Figure 1. Track usage over the die (run 1).
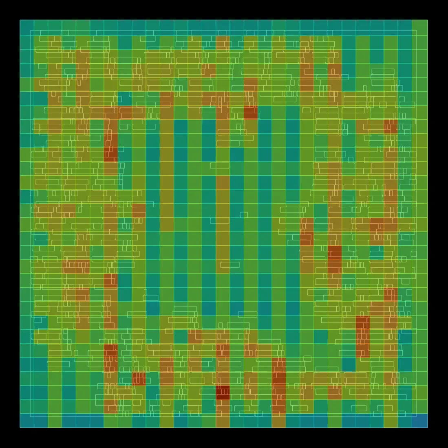
Figure 2. Drive-strength map (run 1).
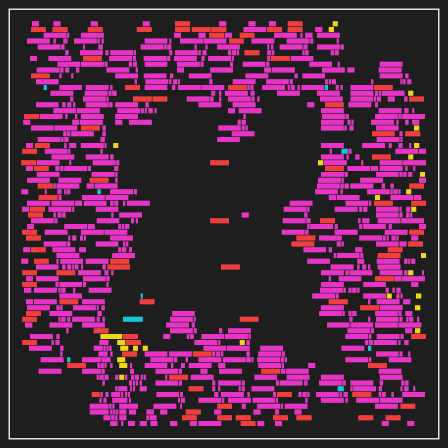
Figure 3. Local utilization (run 1).
The die is cut into 20 by 20 equal tiles; black is low, pale yellow is high, 0 to 100% covered.
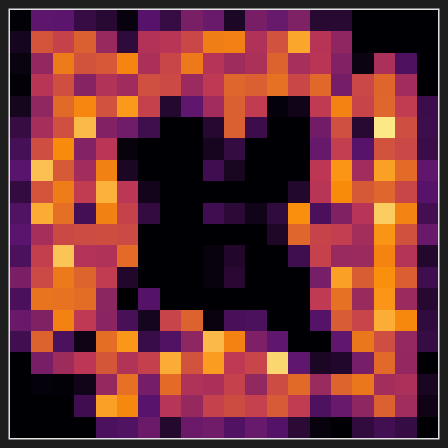
`src/rtl/fpnew_pkg.sv`:
```
// Shared FPU types: only the exception-flag struct is used by the response buffer.
package fpnew_pkg;

    typedef struct packed {
        logic NV;
        logic DZ;
        logic OF;
        logic UF;
        logic NX;
    } status_t;

endpackage

```
`src/rtl/fpnew_resp_buffer.sv`:
```
// Response FIFO between the FPU output and a consumer: registered head, no ready/valid feedthrough.
// Optional sticky flag accumulator enabled by defining FPNEW_RESP_FFLAGS_EN.
module fpnew_resp_buffer
    import fpnew_pkg::*;
#(
    parameter int unsigned WIDTH = 64,
    parameter int unsigned DEPTH = 4,
    parameter type         TagType = logic
) (
    input  logic                         clk_i,
    input  logic                         rst_ni,
    input  logic                         flush_i,
    input  logic [WIDTH-1:0]             fpu_result_i,
    input  status_t                      fpu_status_i,
    input  TagType                       fpu_tag_i,
    input  logic                         fpu_valid_i,
    output logic                         fpu_ready_o,
    output logic [WIDTH-1:0]             result_o,
    output status_t                      status_o,
    output TagType                       tag_o,
    output logic                         valid_o,
    input  logic                         ready_i,
    output logic [$clog2(DEPTH+1)-1:0]   count_o,
    output logic                         full_o,
    output logic                         empty_o
`ifdef FPNEW_RESP_FFLAGS_EN
    ,
    output status_t                      fflags_o,
    input  logic                         fflags_clr_i
`endif
);

    localparam int unsigned PtrW = $clog2(DEPTH);
    localparam int unsigned CntW = $clog2(DEPTH + 1);

    typedef logic [PtrW-1:0] ptr_t;
    typedef logic [CntW-1:0] cnt_t;

    typedef struct packed {
        logic [WIDTH-1:0] result;
        status_t          status;
        TagType           tag;
    } entry_t;

    if (DEPTH < 2 || DEPTH > 16) begin : gen_depth_check
        $error("fpnew_resp_buffer: DEPTH must be in 2..16");
    end

    entry_t mem_q [DEPTH];
    entry_t head;
    ptr_t   wr_ptr_q, wr_ptr_d, rd_ptr_q, rd_ptr_d;
    cnt_t   count_q, count_d;
    logic   push, pop, full, empty;

    // Wrap explicitly so non-power-of-two depths work.
    function automatic ptr_t ptr_inc(input ptr_t p);
        return (p == ptr_t'(DEPTH - 1)) ? '0 : p + ptr_t'(1);
    endfunction

    assign full  = (count_q == cnt_t'(DEPTH));
    assign empty = (count_q == '0);
    assign push  = fpu_valid_i & ~full & ~flush_i;
    assign pop   = ~empty & ready_i & ~flush_i;

    always_comb begin
        wr_ptr_d = wr_ptr_q;
        rd_ptr_d = rd_ptr_q;
        count_d  = count_q;
        if (flush_i) begin
            wr_ptr_d = '0;
            rd_ptr_d = '0;
            count_d  = '0;
        end else begin
            if (push) wr_ptr_d = ptr_inc(wr_ptr_q);
            if (pop)  rd_ptr_d = ptr_inc(rd_ptr_q);
            count_d = count_q + cnt_t'(push) - cnt_t'(pop);
        end
    end

    always_ff @(posedge clk_i or negedge rst_ni) begin
        if (!rst_ni) begin
            wr_ptr_q <= '0;
            rd_ptr_q <= '0;
            count_q  <= '0;
        end else begin
            wr_ptr_q <= wr_ptr_d;
            rd_ptr_q <= rd_ptr_d;
            count_q  <= count_d;
        end
    end

    // Storage is deliberately left unreset; it is only visible through valid_o.
    always_ff @(posedge clk_i) begin
        if (push) begin
            mem_q[wr_ptr_q] <= '{result: fpu_result_i, status: fpu_status_i, tag: fpu_tag_i};
        end
    end

    assign head        = mem_q[rd_ptr_q];
    assign result_o    = head.result;
    assign status_o    = head.status;
    assign tag_o       = head.tag;
    assign valid_o     = ~empty;
    assign fpu_ready_o = ~full;
    assign count_o     = count_q;
    assign full_o      = full;
    assign empty_o     = empty;

`ifdef FPNEW_RESP_FFLAGS_EN
    status_t fflags_q, fflags_d;

    always_comb begin
        fflags_d = status_t'((fflags_clr_i ? '0 : fflags_q) | (pop ? head.status : '0));
    end

    // Sticky flags survive a flush; only reset or an explicit clear drops them.
    always_ff @(posedge clk_i or negedge rst_ni) begin
        if (!rst_ni) begin
            fflags_q <= '0;
        end else begin
            fflags_q <= fflags_d;
        end
    end

    assign fflags_o = fflags_q;
`endif

endmodule

```
`config.mk`:
```
export PLATFORM = sky130hd
export DESIGN_NAME = fpnew_resp_buffer
export DESIGN_NICKNAME = d
export VERILOG_FILES = /design/src/rtl/fpnew_pkg.sv /design/src/rtl/fpnew_resp_buffer.sv
export SDC_FILE = /design/constraint.sdc
export NUM_CORES = 1
export LEC_CHECK = 0
export ABC_AREA = 1
export CAP_MARGIN = 15
export CORE_MARGIN = 5
export CORE_UTILIZATION = 30
export DETAILED_ROUTE_END_ITERATION = 10
export PLACE_DENSITY_LB_ADDON = 0.25
export SLEW_MARGIN = 30
export SYNTH_ARGS = -nofsm -noshare
export SYNTH_HDL_FRONTEND = slang
export SYNTH_SLANG_ARGS = --single-unit
```
`constraint.sdc`:
```
create_clock -name clk_i -period 4.1 [get_ports clk_i]
set_clock_uncertainty 0.15 [all_clocks]
set_input_delay 0.82 -clock clk_i [delete_from_list [all_inputs] [get_ports clk_i]]
set_output_delay 0.82 -clock clk_i [all_outputs]
set_load 0.05 [all_outputs]
```
==> summary.txt, run 1 <==
flow finished, numbers: Top-Level Pins=152, M2 GR Usage=19.1%, asr flop ratio synth=2.44%, clock sink count=287, Worst-path clk slew=roughly 60 ps, die x size=201 microns, Buf+Inv Stages, Crit Path=3, WL met3=1.42 mm, met2 routed WL=11.3 mm, yosys stat area=around 0.011 sq mm, vias=6339, Critical Path Start Type=flip-flop, max frequency=0.284 GHz, largest class=sequential cells, reg-to-reg endpoint=count_o[2]$_DFF_PN0_, Top Layout Cells=280 x edfxtp_1, 147 x nor2_1, 120 x o21ai_0, Comb/total area=13.5%, largest area contributor in the synthesized netlist=edfxtp_1, Die ar.=around 0.040 sq mm, Critical Path Source=rd_ptr_q[1]$_DFFE_PN0P_, RSZ-0062 raised after global routing=no, Synth-to-Final Area Change=31.1%, P_comb=around 4400 uW, Site Rows=70, Layout Nets=971, Internal Pwr Total=about 6700 uW, GR Overflow Total=0, Crit. End Element=output port, status=completed, drt first pass iters=4, Worst Setup EP=result_o[28], power share of the combinational group=41.7%, met1 wire length=approximately 11 mm, first-pass GRT wire length=between 30 and 40 mm, antenna violations before repair=1, bufs w/o clock=roughly 160, CP delay by family, top=buffers and inverters, all-layer global routing usage=11.6%, DRC=0, share of post-route cells with drive strength above 1=about 14%, post-layout period usage=85.9%, cell area after synthesis=0.0109 sq mm, YS warnings=0, Hold Crit Class=in2async, final wirelength=~24 mm, Most used DFF post-synth=edfxtp_1, # fillers=3393, CP Class=reg2out, slowest CP cell=buf_4, H-tree Lvls=1, detailed placer's ending HPWL=12.6 mm, Final GP Congestion=about 0.70, Area leader share=76.9%
About Figure 1:
grt met1 use: 15.4%
Finished Core Util: 39.5%

About Figure 2:
size	color	cells	share
drive 3 to 4	yellow	27	3.0%
drive 6 and up	red	96	11%
drive 1 or less	magenta	780	86%
drive 2	cyan	9	0.99%

About Figure 3:
tiles over 75% full	5.8%
emptiest ninth of the die	center
mean over tiles	34%
fullest tile	95%
nearly empty tiles	21%

[run 1: cells by family (layout without fill, tap and decap cells)]
group / Yosys count / in the layout / synth area share, %
flops: 287 / 287 / 78.5
compound gates: 211 / 211 / 10.5
simple gates: 172 / 172 / 6.08
buf+inv: 64 / 235 / 4.04
fa+ha+maj: 7 / 7 / 0.870
[run 1: registers in the layout, indices dropped and copies added, names as in the netlist]
name / cells
mem_q: 280
count_o: 3
rd_ptr_q: 2
wr_ptr_q: 2
[run 1: through the flow]
stage	utilization (%)	hold WS [ps]	worst slack [ps]	instance area, sq um
6_report	39.5	410	579	14300
5_1_grt	39.5	418	331	14300
4_1_cts	39.5	388	476	14300
3_5_place_dp	36.8	411	826	13400
3_3_place_gp	36.8	406	837	13400
2_1_floorplan	-	369	-1070	10900
Figure 4. Cell classes on the final placement (run 1).
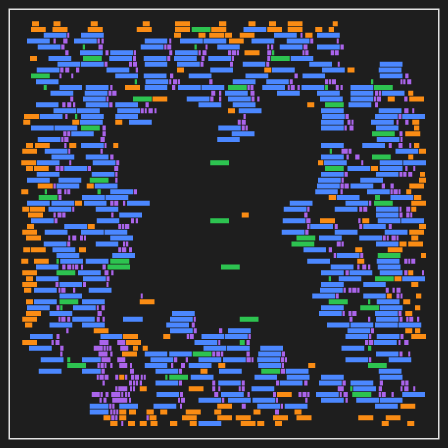

==> inputs of run 2 (changes only) <==
--- a/config.mk
+++ b/config.mk
@@ -6,10 +6,10 @@
 export NUM_CORES = 1
 export LEC_CHECK = 0
 export ABC_AREA = 1
-export CAP_MARGIN = 15
 export CORE_MARGIN = 5
 export CORE_UTILIZATION = 30
 export DETAILED_ROUTE_END_ITERATION = 10
+export DONT_BUFFER_PORTS = 1
 export PLACE_DENSITY_LB_ADDON = 0.25
 export SLEW_MARGIN = 30
 export SYNTH_ARGS = -nofsm -noshare
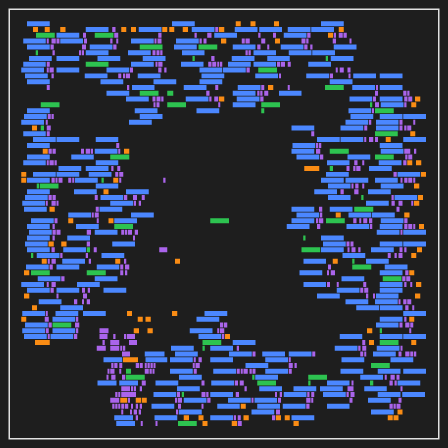
Figure 5: run 2, cell classes on the final placement.
class	color	cells	share of their area
other buffers and delay cells	orange	85	5.5%
clock drivers and dummy loads	green	56	7.9%
flops	blue	287	70%
all other logic	purple	408	16%
Seq/total area: 66.9%
Finished Core Util: 35.4%
Site Rows: 70
final instance area: 0.0128 sq mm

==> summary.txt, run 2 <==
flow finished, numbers: status=completed, Synth Area in Adders=less than 1%, CP Class=reg2out, met2 routed WL=11.5 mm, share of post-route cells with drive strength above 1=around 16%, asr flop ratio synth=under 10%, Top Layout Cells=280 x edfxtp_1, 147 x nor2_1, 120 x o21ai_0, detailed placer's ending HPWL=13.1 mm, final wirelength=between 20 and 25 mm, DRC=0, CP delay by family, top=buffers and inverters, Layout Nets=~900, H-tree Lvls=1, Mux area share=0%, Crit. End Element=output port, yosys aoi share=10.5%, WL met3=2.03 mm, Internal Pwr Total=5830 uW, Top-Level Pins=between 150 and 200, grt met1 use=14.6%, Top logic family=AND-OR/OR-AND gates, Simple Share, Synth=6.08%, drt first pass iters=4, RSZ-0062 raised after global routing=no, placed standard-cell area=between 0.01 and 0.015 sq mm, post-layout period usage=about 92%, Hold Crit Class=in2reg, power share of the combinational group=about a third, slowest CP cell=dfrtp_4, largest area contributor in the synthesized netlist=edfxtp_1, Setup WS post-layout=310 ps, die x size=around 200 microns, met1 wire length=10.4 mm, Critical Path Source=rd_ptr_q[0]$_DFFE_PN0P_, Area leader share=between 70% and 80%, P_comb=between 3000 and 4000 uW, Die ar.=between 0.04 and 0.05 sq mm, GR Overflow Total=0, Critical Path Start Type=flip-flop, cell area after synthesis=0.0109 sq mm, Synth-to-Final Area Change=17.3%, post-place setup slack=about 880 ps, Top reg by flops=mem_q
run 2: cell counts after synthesis:
Identical to the previous run, type by type.
run 2: worst paths after layout:
check	endpoint	slack (ps)
max in group asynchronous	rd_ptr_q[0]$_DFFE_PN0P_	3090
hold / removal	count_o[0]$_DFF_PN0_	160
min in group asynchronous	count_o[0]$_DFF_PN0_	440
hold reg to reg	wr_ptr_q[1]$_DFFE_PN0P_	430
setup / recovery	result_o[33]	310
setup reg to reg	count_o[2]$_DFF_PN0_	1070
run 2: area by class of cell:
class | count | area, sq um
Sequential cell | 287 | 8590
Clock inverter | 18 | 161
Fill cell | 3517 | 23400
Tap cell | 468 | 586
Timing Repair Buffer | 85 | 678
Clock buffer | 38 | 802
Inverter | 18 | 75.1
Multi-Input combinational cell | 390 | 1940
Power and IR drop assume default switching activity.
